===== src/rtl/equation_tracker_if.sv =====
// equation_tracker_if
//   Bundles the game-logic signals exchanged between the collision stage,
//   the equation tracker and the rest of the VGA game logic.
//   Ports (slave = tracker side):
//     startOfFrame    in   one-clock pulse at frame start
//     SingleHitPulse  in   NUMBERS one-clock number-hit pulses
//     numberValues    in   packed number values, slice i = [i*VAL_W +: VAL_W]
//     operandHit      in   bit0 = plus, bit1 = minus pulses
//     waterCollision  in   monkey overlapping water (level)
//     target          in   level goal
//     accumulator     out  current result
//     pendingOp       out  0 = plus, 1 = minus
//     expectNumber    out  tracker waiting for a number
//     score           out  completed levels (saturating)
//     lives           out  remaining lives
//     levelDone       out  one-clock pulse when target reached
//     respawn         out  high while in respawn hold
//     gameOver        out  high once out of lives
//     numberConsumed  out  one-clock pulse per accepted number object
interface equation_tracker_if #(
    parameter int unsigned NUMBERS = 3,
    parameter int unsigned VAL_W   = 4,
    parameter int unsigned ACC_W   = 7
);
    logic                       startOfFrame;
    logic [NUMBERS-1:0]         SingleHitPulse;
    logic [NUMBERS*VAL_W-1:0]   numberValues;
    logic [1:0]                 operandHit;
    logic                       waterCollision;
    logic [ACC_W-1:0]           target;
    logic [ACC_W-1:0]           accumulator;
    logic                       pendingOp;
    logic                       expectNumber;
    logic [7:0]                 score;
    logic [1:0]                 lives;
    logic                       levelDone;
    logic                       respawn;
    logic                       gameOver;
    logic [NUMBERS-1:0]         numberConsumed;

    modport slave (
        input  startOfFrame, SingleHitPulse, numberValues, operandHit,
               waterCollision, target,
        output accumulator, pendingOp, expectNumber, score, lives,
               levelDone, respawn, gameOver, numberConsumed
    );

    modport master (
        output startOfFrame, SingleHitPulse, numberValues, operandHit,
               waterCollision, target,
        input  accumulator, pendingOp, expectNumber, score, lives,
               levelDone, respawn, gameOver, numberConsumed
    );
endinterface


===== src/rtl/equation_tracker.sv =====
// equation_tracker
//   Builds the running arithmetic result of the monkey's number/operator
//   pickups, compares it with the level target, and tracks score, lives,
//   respawn hold and game over.
//   Ports:
//     clk     in  system clock
//     resetN  in  synchronous active-low reset
//     bus     equation_tracker_if.slave, see the interface for signal list
module equation_tracker #(
    parameter int unsigned NUMBERS        = 3,
    parameter int unsigned VAL_W          = 4,
    parameter int unsigned ACC_W          = 7,
    parameter int unsigned ACC_MAX        = 99,
    parameter int unsigned LIVES_INIT     = 3,
    parameter int unsigned RESPAWN_FRAMES = 60
) (
    input  logic                clk,
    input  logic                resetN,
    equation_tracker_if.slave   bus
);
    localparam int unsigned CNT_W = (RESPAWN_FRAMES > 1) ? $clog2(RESPAWN_FRAMES) : 1;
    localparam logic signed [ACC_W:0] ACC_MAX_S = (ACC_W+1)'(ACC_MAX);

    typedef enum logic [2:0] {
        EXPECT_NUM,
        EXPECT_OP,
        CHECK,
        DEATH,
        RESPAWN,
        GAME_OVER
    } state_t;

    state_t                 state_q, state_nxt;
    logic [ACC_W-1:0]       acc_q, acc_nxt;
    logic signed [ACC_W:0]  next_q, next_nxt;   // signed result kept for the range test in CHECK
    logic                   op_q, op_nxt;
    logic [7:0]             score_q, score_nxt;
    logic [1:0]             lives_q, lives_nxt;
    logic [CNT_W-1:0]       cnt_q, cnt_nxt;
    logic                   done_q, done_nxt;
    logic [NUMBERS-1:0]     consumed_q, consumed_nxt;

    logic [NUMBERS-1:0]     hit_onehot;
    logic [VAL_W-1:0]       hit_val;
    logic signed [ACC_W:0]  acc_ext, val_ext, calc;
    logic                   op_any, op_sel;

    // Lowest set hit index wins; the rest are dropped this clock.
    always_comb begin
        hit_onehot = bus.SingleHitPulse & (~bus.SingleHitPulse + NUMBERS'(1));
        hit_val    = '0;
        for (int unsigned i = 0; i < NUMBERS; i++) begin
            if (hit_onehot[i]) begin
                hit_val = bus.numberValues[i*VAL_W +: VAL_W];
            end
        end
        acc_ext = {1'b0, acc_q};
        val_ext = {{(ACC_W+1-VAL_W){1'b0}}, hit_val};
        calc    = op_q ? (acc_ext - val_ext) : (acc_ext + val_ext);
        op_any  = |bus.operandHit;
        op_sel  = ~bus.operandHit[0];   // plus has priority when both are set
    end

    always_comb begin
        state_nxt    = state_q;
        acc_nxt      = acc_q;
        next_nxt     = next_q;
        op_nxt       = op_q;
        score_nxt    = score_q;
        lives_nxt    = lives_q;
        cnt_nxt      = cnt_q;
        done_nxt     = 1'b0;
        consumed_nxt = '0;

        unique case (state_q)
            EXPECT_NUM: begin
                if (bus.waterCollision) begin
                    state_nxt = DEATH;
                end else begin
                    if (op_any) begin
                        op_nxt = op_sel;
                    end
                    if (|bus.SingleHitPulse) begin
                        acc_nxt      = calc[ACC_W-1:0];
                        next_nxt     = calc;
                        consumed_nxt = hit_onehot;
                        state_nxt    = CHECK;
                    end
                end
            end
            EXPECT_OP: begin
                if (bus.waterCollision) begin
                    state_nxt = DEATH;
                end else if (op_any) begin
                    op_nxt    = op_sel;
                    state_nxt = EXPECT_NUM;
                end
            end
            CHECK: begin
                if (bus.waterCollision) begin
                    state_nxt = DEATH;
                end else if (next_q[ACC_W] || (next_q > ACC_MAX_S)) begin
                    state_nxt = DEATH;
                end else if (acc_q == bus.target) begin
                    done_nxt  = 1'b1;
                    if (score_q != 8'hFF) begin
                        score_nxt = score_q + 8'd1;
                    end
                    acc_nxt   = '0;
                    op_nxt    = 1'b0;
                    state_nxt = EXPECT_NUM;
                end else begin
                    state_nxt = EXPECT_OP;
                end
            end
            DEATH: begin
                lives_nxt = lives_q - 2'd1;
                acc_nxt   = '0;
                op_nxt    = 1'b0;
                if (lives_q == 2'd1) begin
                    state_nxt = GAME_OVER;
                end else begin
                    cnt_nxt   = '0;
                    state_nxt = RESPAWN;
                end
            end
            RESPAWN: begin
                if (bus.startOfFrame) begin
                    if (cnt_q == CNT_W'(RESPAWN_FRAMES - 1)) begin
                        state_nxt = EXPECT_NUM;
                    end else begin
                        cnt_nxt = cnt_q + CNT_W'(1);
                    end
                end
            end
            GAME_OVER: begin
            end
            default: begin
                state_nxt = EXPECT_NUM;
            end
        endcase
    end

    always_ff @(posedge clk) begin
        if (!resetN) begin
            state_q    <= EXPECT_NUM;
            acc_q      <= '0;
            next_q     <= '0;
            op_q       <= 1'b0;
            score_q    <= '0;
            lives_q    <= 2'(LIVES_INIT);
            cnt_q      <= '0;
            done_q     <= 1'b0;
            consumed_q <= '0;
        end else begin
            state_q    <= state_nxt;
            acc_q      <= acc_nxt;
            next_q     <= next_nxt;
            op_q       <= op_nxt;
            score_q    <= score_nxt;
            lives_q    <= lives_nxt;
            cnt_q      <= cnt_nxt;
            done_q     <= done_nxt;
            consumed_q <= consumed_nxt;
        end
    end

    assign bus.accumulator    = acc_q;
    assign bus.pendingOp      = op_q;
    assign bus.expectNumber   = (state_q == EXPECT_NUM);
    assign bus.score          = score_q;
    assign bus.lives          = lives_q;
    assign bus.levelDone      = done_q;
    assign bus.respawn        = (state_q == RESPAWN);
    assign bus.gameOver       = (state_q == GAME_OVER);
    assign bus.numberConsumed = consumed_q;
endmodule

===== src/flat_wrapper.sv =====
// flat-port wrapper written by rule: the top's interface ports become plain ports
module equation_tracker_flat 
#(
    parameter int unsigned NUMBERS        = 3,
    parameter int unsigned VAL_W          = 4,
    parameter int unsigned ACC_W          = 7,
    parameter int unsigned ACC_MAX        = 99,
    parameter int unsigned LIVES_INIT     = 3,
    parameter int unsigned RESPAWN_FRAMES = 60
)
  (clk, resetN, bus_startOfFrame, bus_SingleHitPulse, bus_numberValues, bus_operandHit, bus_waterCollision, bus_target, bus_accumulator, bus_pendingOp, bus_expectNumber, bus_score, bus_lives, bus_levelDone, bus_respawn, bus_gameOver, bus_numberConsumed);
  equation_tracker_if #(.NUMBERS(NUMBERS), .VAL_W(VAL_W), .ACC_W(ACC_W)) bus_i ();
  input  logic clk;
  input  logic resetN;
  input wire logic [$bits(bus_i.startOfFrame)-1:0] bus_startOfFrame;
  input wire logic [$bits(bus_i.SingleHitPulse)-1:0] bus_SingleHitPulse;
  input wire logic [$bits(bus_i.numberValues)-1:0] bus_numberValues;
  input wire logic [$bits(bus_i.operandHit)-1:0] bus_operandHit;
  input wire logic [$bits(bus_i.waterCollision)-1:0] bus_waterCollision;
  input wire logic [$bits(bus_i.target)-1:0] bus_target;
  output wire logic [$bits(bus_i.accumulator)-1:0] bus_accumulator;
  output wire logic [$bits(bus_i.pendingOp)-1:0] bus_pendingOp;
  output wire logic [$bits(bus_i.expectNumber)-1:0] bus_expectNumber;
  output wire logic [$bits(bus_i.score)-1:0] bus_score;
  output wire logic [$bits(bus_i.lives)-1:0] bus_lives;
  output wire logic [$bits(bus_i.levelDone)-1:0] bus_levelDone;
  output wire logic [$bits(bus_i.respawn)-1:0] bus_respawn;
  output wire logic [$bits(bus_i.gameOver)-1:0] bus_gameOver;
  output wire logic [$bits(bus_i.numberConsumed)-1:0] bus_numberConsumed;
  assign bus_i.startOfFrame = bus_startOfFrame;
  assign bus_i.SingleHitPulse = bus_SingleHitPulse;
  assign bus_i.numberValues = bus_numberValues;
  assign bus_i.operandHit = bus_operandHit;
  assign bus_i.waterCollision = bus_waterCollision;
  assign bus_i.target = bus_target;
  assign bus_accumulator = bus_i.accumulator;
  assign bus_pendingOp = bus_i.pendingOp;
  assign bus_expectNumber = bus_i.expectNumber;
  assign bus_score = bus_i.score;
  assign bus_lives = bus_i.lives;
  assign bus_levelDone = bus_i.levelDone;
  assign bus_respawn = bus_i.respawn;
  assign bus_gameOver = bus_i.gameOver;
  assign bus_numberConsumed = bus_i.numberConsumed;
  equation_tracker #(.NUMBERS(NUMBERS), .VAL_W(VAL_W), .ACC_W(ACC_W), .ACC_MAX(ACC_MAX), .LIVES_INIT(LIVES_INIT), .RESPAWN_FRAMES(RESPAWN_FRAMES)) u_core (.clk(clk), .resetN(resetN), .bus(bus_i));
endmodule

===== config.mk =====
export PLATFORM = sky130hd
export DESIGN_NAME = equation_tracker_flat
export DESIGN_NICKNAME = d
export VERILOG_FILES = /design/src/rtl/equation_tracker_if.sv /design/src/rtl/equation_tracker.sv /design/src/flat_wrapper.sv
export SDC_FILE = /design/constraint.sdc
export NUM_CORES = 1
export LEC_CHECK = 0
export CORE_MARGIN = 1.5
export CORE_UTILIZATION = 40
export DETAILED_ROUTE_END_ITERATION = 8
export PLACE_DENSITY = 0.67
export SKIP_LAST_GASP = 1
export SYNTH_ARGS = -nofsm -noshare
export SYNTH_HDL_FRONTEND = slang
export SYNTH_SLANG_ARGS = --single-unit

===== constraint.sdc =====
create_clock -name clk -period 3 [get_ports clk]
set_input_delay 0.3 -clock clk [delete_from_list [all_inputs] [get_ports clk]]
set_output_delay 0.3 -clock clk [all_outputs]
set_load 0.02 [all_outputs]

### Port wiring

Scale: 4 px per micron.
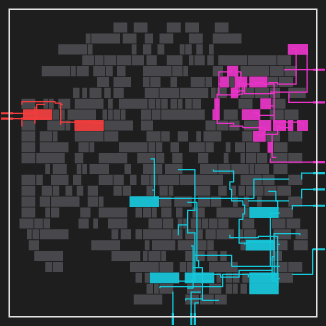
[bus_accumulator] cyan | bits: 7 | direction: output | edge: 4 right, 3 bottom | end cells: 7 | buffers: 7 | wire: 397 microns
[bus_lives] red | bits: 2 | direction: output | edge: left | end cells: 2 | buffers: 2 | wire: 56.5 microns
[bus_SingleHitPulse] magenta | bits: 3 | direction: input | edge: right | end cells: 17 | buffers: 6 | wire: 184 microns
port buffer count: 52
I/O pins: 53

### A small window of the routed layout

Region (47, 47) to (67, 67) microns. Cells in gray, sequential cells in the stronger gray; small squares are vias.
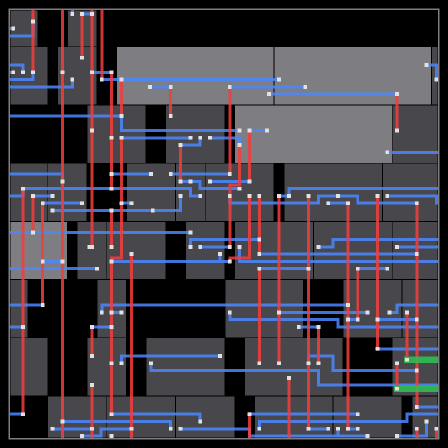
[M3] green
[M1] blue
[M2] red
sequential cells in the window: 3
cells with their middle in the window: 35
most frequent: clkdlybuf4s50_1 (7), buf_4 (6)
netlist names of flops here include: u_core.bus.numberConsumed (3)

==> results.cfg <==
; implementation run metrics
[grt]
overflow = 0
grt_use_total_pct = 19.2
grt_first_pass_wirelength_microns = 9030

[yosys]
top_cell_area_share_pct = 34.3
async_flop_share_pct = 0
synth_flop_count = 37
synthesis.instances = 259
ff_type = dfxtp_1
synth_stat.cells = 259
area_leaders = dfxtp_1 34%, ha_1 7.0%, xor2_1 5.3%, a21oi_1 4.4%, nand2_1 3.8%
yosysWarningCount = 0
ys_types = 53

[critical_path]
cpPeakStageDelay_ns = 0.42
reg2reg_from = u_core.bus.pendingOp
worstPathRequired_ns = 3.22
slowest_stage = clkdlybuf4s50_1
critPathMaxFanout = 4
rr_endpoint = u_core.next_q[5]
crit_chain = clkdlybuf4s50_1 > a22oi_2 > o21ai_2 > buf_4 > nor3_2 > ha_1 > inv_1 > mux2_2 > ha_1 > a21oi_1 > nor2b_2 > nor4b_2 > or3_1 > a31oi_1
startpoint = bus_numberValues[5]
start_kind = primary input

[final_timing]
fin_skew_ns = 0.00522
worst_slew_pin_slew_ns = 0.788
fmax_mhz = 352
period_needed_ns = 2.84
fin_crit_sh_pct = 94.6
slew_violations = 0
hold_ws_ns = 0.453
relSlewSlack_pct = 47.2
final_hold_viol_count = 0

[drt]
wl_per_cell_microns = 13.9
viasPerCell = 5.37

[place]
post-place-cells = 388
place.gp.congestion = 0.886
placed_area_sq_mm = 0.00285
hpwlAfterDp_microns = 4040

[cts]
clock-sinks = 37
cts_tree = yes
holdBufCountCts = 0
clock_latency_ns = 0.29
clockBufferDepth = 2

[finish]
drive_gt1_share_pct = 14.6
nNetsFinal = 368
area_delta_synth_final_pct = 41.3
fin_util_pct = 59.3
final_cell_area_sq_mm = 0.00305

[power]
cellPowerDensity_mw_per_mm2 = 489

[status]
outcome = completed

[die]
fp_util_pct = 42.0
rows = 26

[worst_hold_path]
min_path_cells = 3
### Metal 2

Scale: 4 px per micron. Cells faint in the background.
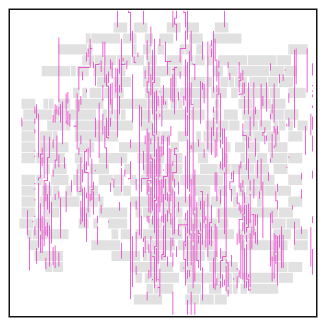
main direction: vertical
wire length on this layer: 2,480 microns
longest straight run: 35.0 microns
nets with wire on the layer: 310
share of all routed wire: 45%
Via Count: 2,139
routed wire length: 5540 microns
met2 usage: 31.3%

metal layers:
layer,vias up,share of wire [%],global-route usage [%]
met5,-,0,0
met4,0,2.1,7.78
met3,12,6.5,5.27
met2,72,45,31.3
met1,982,47,23.9
li1,1073,-,-
report_power, final:
| part | switching (mW) | total (mW) | internal (mW) |
|---|---|---|---|
| clock network | 0.189 | 0.519 | 0.330 |
| logic | 0.207 | 0.419 | 0.212 |
| registers | 0.0336 | 0.553 | 0.519 |
| total | 0.429 | 1.49 | 1.06 |
cell families after synthesis:
kind of cell               count (synthesis)  share of synthesized area [%]
adders and majority gates                 13                           7.88
and+or+nand+nor                           96                           23.4
AOI/OAI and AO/OA                         70                           21.3
muxes                                      6                           2.90
DFF                                       37                           34.3
xor gates and xnor gates                  15                           6.08
buffers and inverters                     22                           4.17
metrics by stage:
| step | worst slack [ns] | power (mW) |
|---|---|---|
| floorplan | 0.325 | 0.797 |
| global placement | -0.335 | 0.961 |
| detailed placement | -0.404 | 0.964 |
| CTS | 0.0119 | 1.49 |
| global route | 0.0280 | 1.57 |
| finish | 0.161 | 1.49 |
what timing repair did:
action | in CTS | in global routing
setup endpoints to repair | 4 | 7
setup buffers | 0 | 2
gates resized | 7 | 9
pin swaps | 1 | 5
layout make-up:
| class | instances | area, sq um |
|---|---|---|
| inverter | 12 | 45.0 |
| fill | 472 | 2090 |
| tap | 70 | 87.6 |
| clock inverter | 3 | 65.1 |
| multi-input combinational | 200 | 1380 |
| clock buffer | 5 | 68.8 |
| sequential | 37 | 741 |
| timing repair buffer | 71 | 667 |
placed cells by master, fill, tap and decap left out, drive strengths merged, types with 3 or more instances in the layout:
cell type / count
a22oi: 4
xor2: 13
buf: 19
a31oi: 3
nand3: 6
nor3: 10
mux2i: 4
nor2: 22
or4: 4
ha: 12
nor4: 3
clkdlybuf4s50: 49
a21oi: 19
o21ai: 18
o211ai: 4
nand2: 22
inv: 12
nor2b: 5
and3: 4
dfxtp: 37
nor3b: 4
or3: 5
o31ai: 3
clkbuf: 5
sequential cells by signal, summed over array words and instances (netlist names):
name	count
u_core.bus.pendingOp	1
u_core.cnt_q	6
u_core.bus.score	8
u_core.bus.lives	2
u_core.next_q	6
u_core.state_q	3
u_core.bus.accumulator	7
u_core.bus.numberConsumed	3
u_core.bus.levelDone	1
worst max-delay path, delay by kind of cell:
kind | cells | cell delay (ns)
AND-OR/OR-AND | 4 | 0.56
buffers and inverters | 3 | 0.59
AND/OR/NAND/NOR | 4 | 0.84
multiplexers | 1 | 0.27
adder cells (fa/ha/maj) | 2 | 0.49
worst max-delay path by stage:
stage and endpoint:
5_1_grt u_core.next_q[5], 6_report u_core.next_q[7], 2_1_floorplan u_core.bus.accumulator[6], 3_3_place_gp u_core.bus.accumulator[6], 4_1_cts u_core.next_q[5], 3_5_place_dp u_core.next_q[7]
No activity file was given, so power comes from the tool's default toggle rates.
